==> src/rtl/uart_rx_ctrl_if.sv <==
// Peripheral-bus port bundle for uart_rx_ctrl: request/ready handshake,
// read data and the level interrupt line.
interface uart_rx_ctrl_if;
  logic        sel;
  logic        we;
  logic [3:0]  addr;
  logic [31:0] wdata;
  logic [31:0] rdata;
  logic        ready;
  logic        irq;

  modport master (
    output sel, we, addr, wdata,
    input  rdata, ready, irq
  );

  modport slave (
    input  sel, we, addr, wdata,
    output rdata, ready, irq
  );
endinterface

==> src/rtl/uart_rx_ctrl.sv <==
// UART receive-side controller: byte FIFO with overrun tracking, DATA/STATUS/CTRL
// registers behind a one-wait-state bus, level irq. Optional idle timeout: UART_RX_CTRL_TIMEOUT_EN.
module uart_rx_ctrl #(
  parameter int FIFO_DEPTH     = 16,
  parameter int TIMEOUT_CYCLES = 800
) (
  input  logic          clk,
  input  logic          reset,
  input  logic [7:0]    rx_data,
  input  logic          rx_done,
  uart_rx_ctrl_if.slave bus
);

  localparam int AW = $clog2(FIFO_DEPTH);
  localparam int CW = AW + 1;

  localparam logic [0:0] S_IDLE = 1'b0;
  localparam logic [0:0] S_RESP = 1'b1;

  localparam logic [3:0] ADDR_DATA   = 4'h0;
  localparam logic [3:0] ADDR_STATUS = 4'h4;
  localparam logic [3:0] ADDR_CTRL   = 4'h8;

  logic [0:0]    state_q, state_d;
  logic [AW-1:0] wr_ptr_q, wr_ptr_d;
  logic [AW-1:0] rd_ptr_q, rd_ptr_d;
  logic [CW-1:0] count_q, count_d;
  logic          overrun_q, overrun_d;
  logic          rx_en_q, rx_en_d;
  logic          irq_en_q, irq_en_d;
  logic          irq_q;
  logic [7:0]    mem_q [FIFO_DEPTH];

  logic not_empty, full, resp;
  logic rd_acc, wr_acc, pop, flush, sts_wr, ctrl_wr;
  logic push_req, push_acc, ovr_set;
  logic timeout_bit;
  logic [31:0] rdata_mux;

  assign not_empty = (count_q != '0);
  assign full      = (count_q == CW'(FIFO_DEPTH));
  assign resp      = (state_q == S_RESP);

  // All register side effects happen in the single ready cycle.
  assign rd_acc  = resp && !bus.we;
  assign wr_acc  = resp && bus.we;
  assign pop     = rd_acc && (bus.addr == ADDR_DATA) && not_empty;
  assign sts_wr  = wr_acc && (bus.addr == ADDR_STATUS);
  assign ctrl_wr = wr_acc && (bus.addr == ADDR_CTRL);
  assign flush   = ctrl_wr && bus.wdata[2];

  assign push_req = rx_done && rx_en_q;
  assign push_acc = push_req && (!full || pop) && !flush;
  assign ovr_set  = push_req && full && !pop && !flush;

`ifdef UART_RX_CTRL_TIMEOUT_EN
  localparam int TW = $clog2(TIMEOUT_CYCLES + 1);

  logic [TW-1:0] tmo_cnt_q, tmo_cnt_d;
  logic          timeout_q, timeout_d;

  always_comb begin
    tmo_cnt_d = tmo_cnt_q;
    timeout_d = timeout_q;
    if (push_acc || pop || flush || !not_empty) begin
      tmo_cnt_d = '0;
    end else if (tmo_cnt_q != TW'(TIMEOUT_CYCLES)) begin
      tmo_cnt_d = tmo_cnt_q + 1'b1;
    end
    if (sts_wr && bus.wdata[3]) timeout_d = 1'b0;
    if (pop) timeout_d = 1'b0;
    // Fires once on reaching the threshold, so a W1C is not immediately undone.
    else if (tmo_cnt_d == TW'(TIMEOUT_CYCLES) && tmo_cnt_q != TW'(TIMEOUT_CYCLES))
      timeout_d = 1'b1;
  end

  always_ff @(posedge clk) begin
    if (reset) begin
      tmo_cnt_q <= '0;
      timeout_q <= 1'b0;
    end else begin
      tmo_cnt_q <= tmo_cnt_d;
      timeout_q <= timeout_d;
    end
  end

  assign timeout_bit = timeout_q;
`else
  logic unused_tmo;
  assign unused_tmo  = (TIMEOUT_CYCLES == 0);
  assign timeout_bit = 1'b0;
`endif

  logic unused_wdata;
  assign unused_wdata = ^bus.wdata[31:4];

  always_comb begin
    state_d   = state_q;
    wr_ptr_d  = wr_ptr_q;
    rd_ptr_d  = rd_ptr_q;
    count_d   = count_q;
    overrun_d = overrun_q;
    rx_en_d   = rx_en_q;
    irq_en_d  = irq_en_q;

    case (state_q)
      S_IDLE:  if (bus.sel) state_d = S_RESP;
      default: state_d = S_IDLE;
    endcase

    if (flush) begin
      wr_ptr_d = '0;
      rd_ptr_d = '0;
      count_d  = '0;
    end else begin
      if (push_acc) wr_ptr_d = wr_ptr_q + 1'b1;
      if (pop)      rd_ptr_d = rd_ptr_q + 1'b1;
      if (push_acc && !pop)      count_d = count_q + 1'b1;
      else if (pop && !push_acc) count_d = count_q - 1'b1;
    end

    if (sts_wr && bus.wdata[2]) overrun_d = 1'b0;
    if (ovr_set)                overrun_d = 1'b1;

    if (ctrl_wr) begin
      rx_en_d  = bus.wdata[0];
      irq_en_d = bus.wdata[1];
    end
  end

  always_comb begin
    rdata_mux = '0;
    case (bus.addr)
      ADDR_DATA:   if (not_empty) rdata_mux = {24'h0, mem_q[rd_ptr_q]};
      ADDR_STATUS: rdata_mux = {16'h0, 8'(count_q), 4'h0,
                                timeout_bit, overrun_q, full, not_empty};
      ADDR_CTRL:   rdata_mux = {30'h0, irq_en_q, rx_en_q};
      default:     rdata_mux = '0;
    endcase
  end

  always_ff @(posedge clk) begin
    if (reset) begin
      state_q   <= S_IDLE;
      wr_ptr_q  <= '0;
      rd_ptr_q  <= '0;
      count_q   <= '0;
      overrun_q <= 1'b0;
      rx_en_q   <= 1'b1;
      irq_en_q  <= 1'b0;
      irq_q     <= 1'b0;
    end else begin
      state_q   <= state_d;
      wr_ptr_q  <= wr_ptr_d;
      rd_ptr_q  <= rd_ptr_d;
      count_q   <= count_d;
      overrun_q <= overrun_d;
      rx_en_q   <= rx_en_d;
      irq_en_q  <= irq_en_d;
      irq_q     <= irq_en_q && (not_empty || overrun_q || timeout_bit);
    end
  end

  always_ff @(posedge clk) begin
    if (push_acc) mem_q[wr_ptr_q] <= rx_data;
  end

  assign bus.ready = resp;
  assign bus.rdata = rd_acc ? rdata_mux : 32'h0;
  assign bus.irq   = irq_q;

endmodule

==> src/flat_wrapper.sv <==
// flat-port wrapper written by rule: the top's interface ports become plain ports
module uart_rx_ctrl_flat 
#(
  parameter int FIFO_DEPTH     = 16,
  parameter int TIMEOUT_CYCLES = 800
)
  (clk, reset, rx_data, rx_done, bus_sel, bus_we, bus_addr, bus_wdata, bus_rdata, bus_ready, bus_irq);
  uart_rx_ctrl_if bus_i ();
  input  logic clk;
  input  logic reset;
  input  logic [7:0] rx_data;
  input  logic rx_done;
  input wire logic [$bits(bus_i.sel)-1:0] bus_sel;
  input wire logic [$bits(bus_i.we)-1:0] bus_we;
  input wire logic [$bits(bus_i.addr)-1:0] bus_addr;
  input wire logic [$bits(bus_i.wdata)-1:0] bus_wdata;
  output wire logic [$bits(bus_i.rdata)-1:0] bus_rdata;
  output wire logic [$bits(bus_i.ready)-1:0] bus_ready;
  output wire logic [$bits(bus_i.irq)-1:0] bus_irq;
  assign bus_i.sel = bus_sel;
  assign bus_i.we = bus_we;
  assign bus_i.addr = bus_addr;
  assign bus_i.wdata = bus_wdata;
  assign bus_rdata = bus_i.rdata;
  assign bus_ready = bus_i.ready;
  assign bus_irq = bus_i.irq;
  uart_rx_ctrl #(.FIFO_DEPTH(FIFO_DEPTH), .TIMEOUT_CYCLES(TIMEOUT_CYCLES)) u_core (.clk(clk), .reset(reset), .rx_data(rx_data), .rx_done(rx_done), .bus(bus_i));
endmodule
==> config.mk <==
export PLATFORM = sky130hd
export DESIGN_NAME = uart_rx_ctrl_flat
export DESIGN_NICKNAME = d
export VERILOG_FILES = /design/src/rtl/uart_rx_ctrl_if.sv /design/src/rtl/uart_rx_ctrl.sv /design/src/flat_wrapper.sv
export SDC_FILE = /design/constraint.sdc
export NUM_CORES = 1
export LEC_CHECK = 0
export CELL_PAD_IN_SITES_DETAIL_PLACEMENT = 1
export CELL_PAD_IN_SITES_GLOBAL_PLACEMENT = 1
export CORE_MARGIN = 3
export CORE_UTILIZATION = 40
export CTS_BUF_LIST = sky130_fd_sc_hd__clkbuf_2
export DETAILED_ROUTE_END_ITERATION = 7
export PLACE_DENSITY = 0.78
export SLEW_MARGIN = 5
export SYNTH_ARGS = -nofsm -noshare
export SYNTH_HDL_FRONTEND = slang
export SYNTH_SLANG_ARGS = --single-unit
==> constraint.sdc <==
create_clock -name clk -period 3.4 [get_ports clk]
set_clock_uncertainty 0.15 [all_clocks]
set_input_delay 0.68 -clock clk [delete_from_list [all_inputs] [get_ports clk]]
set_output_delay 0.68 -clock clk [all_outputs]
set_load 0.1 [all_outputs]
==> results_tabular.tex <==
% Synthesis and place-and-route results
\begin{tabular}{lr}
\hline
Metric & Value \\
\hline
\multicolumn{2}{l}{\textbf{Final timing}} \\
Total setup violations reported at the end of the flow & 2 \\
Worst Slack Setup Final & -0.006200 ns \\
\multicolumn{2}{l}{\textbf{Drt}} \\
Post-route met1 wirelength & 6123 um \\
Starting DRC count in detailed routing & between 200 and 300 \\
TritonRoute pass-1 iters & 4 \\
\multicolumn{2}{l}{\textbf{Synth}} \\
Largest area contributor in the synthesized netlist & sky130\_fd\_sc\_hd\_\_edfxtp\_1 \\
Mean instance size in the synthesized netlist & 16.56 um2 \\
\multicolumn{2}{l}{\textbf{Power}} \\
Total sequential power & 0.00215 W \\
Tot Pwr & 0.004087 W \\
Power density relative to cell area & roughly 500 nW/um2 \\
Comb. pwr & 0.000725 W \\
Internal cell power & 0.002951 W \\
\multicolumn{2}{l}{\textbf{Global routing}} \\
GRT Residual Overflow & 0 \\
First-pass GRT wire length & around 22000 um \\
\multicolumn{2}{l}{\textbf{Cells and area}} \\
Biggest register & u\_core.mem\_q \\
Dominant logic cell type in the layout & sky130\_fd\_sc\_hd\_\_edfxtp\_1 \\
Synth-to-layout area growth & 28.95\% \\
Clock network contribution to total cell area & 3.814\% \\
\multicolumn{2}{l}{\textbf{Worst setup path}} \\
Worst path max stage delay & 0.49 ns \\
Worst reg2reg startpoint & u\_core.bus.ready \\
Required time of the critical path & approximately 2.6 ns \\
\multicolumn{2}{l}{\textbf{Run status}} \\
Failing checks & setup timing \\
Result of the run & complete, but fails checks \\
\hline
\end{tabular}
**Floorplan with the power grid**

Pins as bars on the die edge. Tap cells in gray.
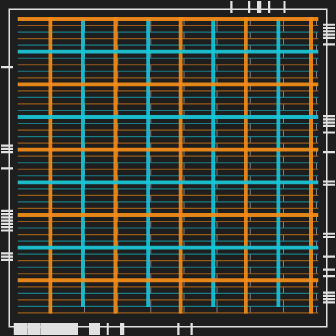
net	color
VDD	cyan
VSS	orange
met4 straps	9
rows	45
signal pins	83
tap cells	211
die outline height: 131.6 um
peak ir drop on the vdd network: 0.0003014 V
width of the die: 131.6 um
area of the core: 15310 um2

**Cells colored by class**

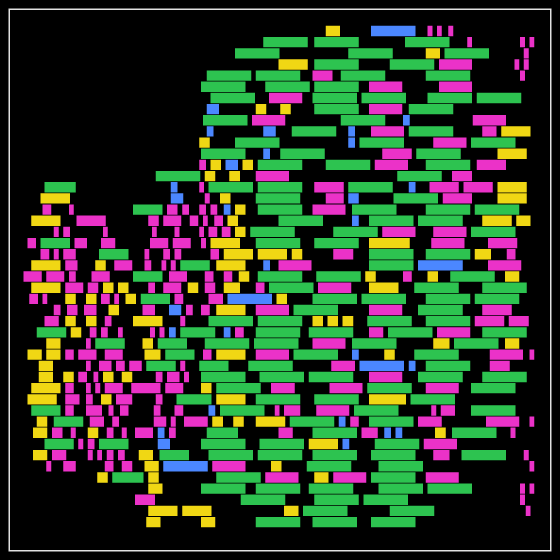
class	color	cells	share of their area
remaining logic cells	magenta	212	27%
remaining buffers and delay cells	yellow	95	14%
registers	green	150	55%
clock drivers and dummy loads	blue	32	3.9%
std cell rows: 45
post-route design area: 8137 um2
flip-flop and latch share of the layout cell area: 52.79%
final core occ: 53.13%

**Clock distribution**

Bar = 50 um.
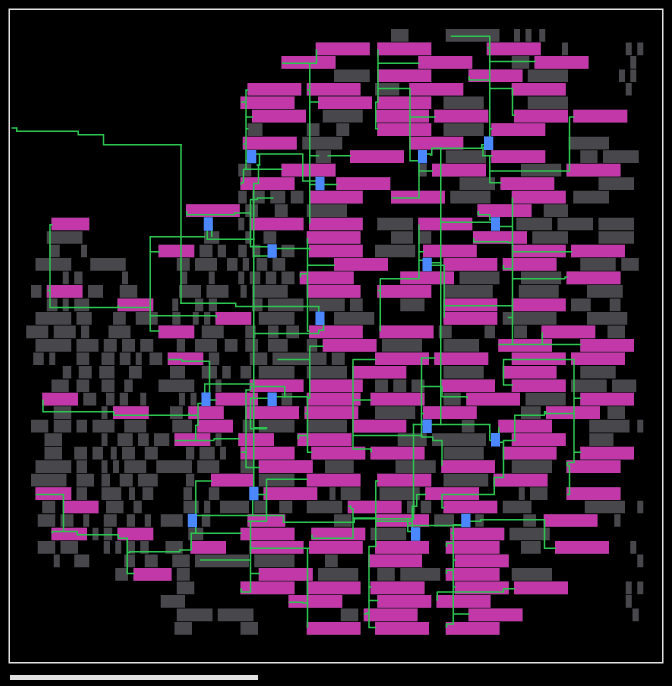
[flip-flops] magenta | count: 150
[clock-net drivers] blue | count: 17
[clock wires] green | length: 1660 um
routed clock nets	18
worst skew pair latency: 0.72 ns
relative contribution of the clock network to total power: 29.6%

**Routed metal, one color a layer**

Bar = 50 um.
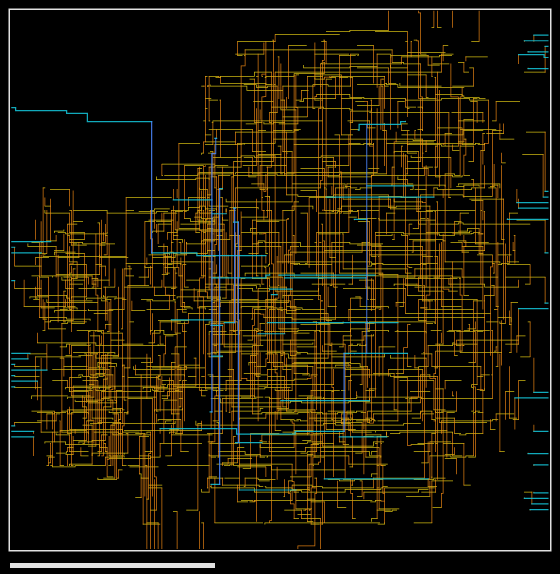
layer	color	wire length
M3	cyan	556 um
M1	yellow	6120 um
M2	orange	7560 um
M4	blue	328 um
vias after detailed routing: 3602
WL final: 14560 um
average wire per standard cell: 20.80 um
All-Layer GR Usage: 16.97%

**Routing congestion**

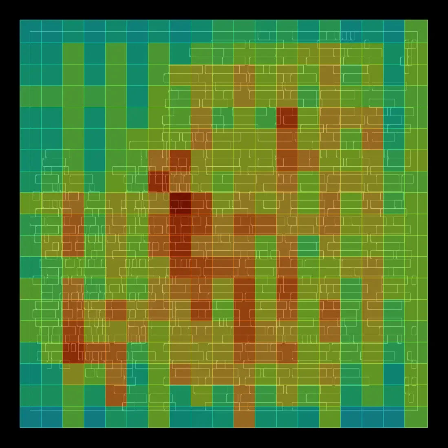
global routing usage on met1: 21.81%
layer with the highest usage: met2
met3 usage in global routing: 3.752%
met2 Usage GRT: 28.51%

Power and IR drop assume default switching activity.
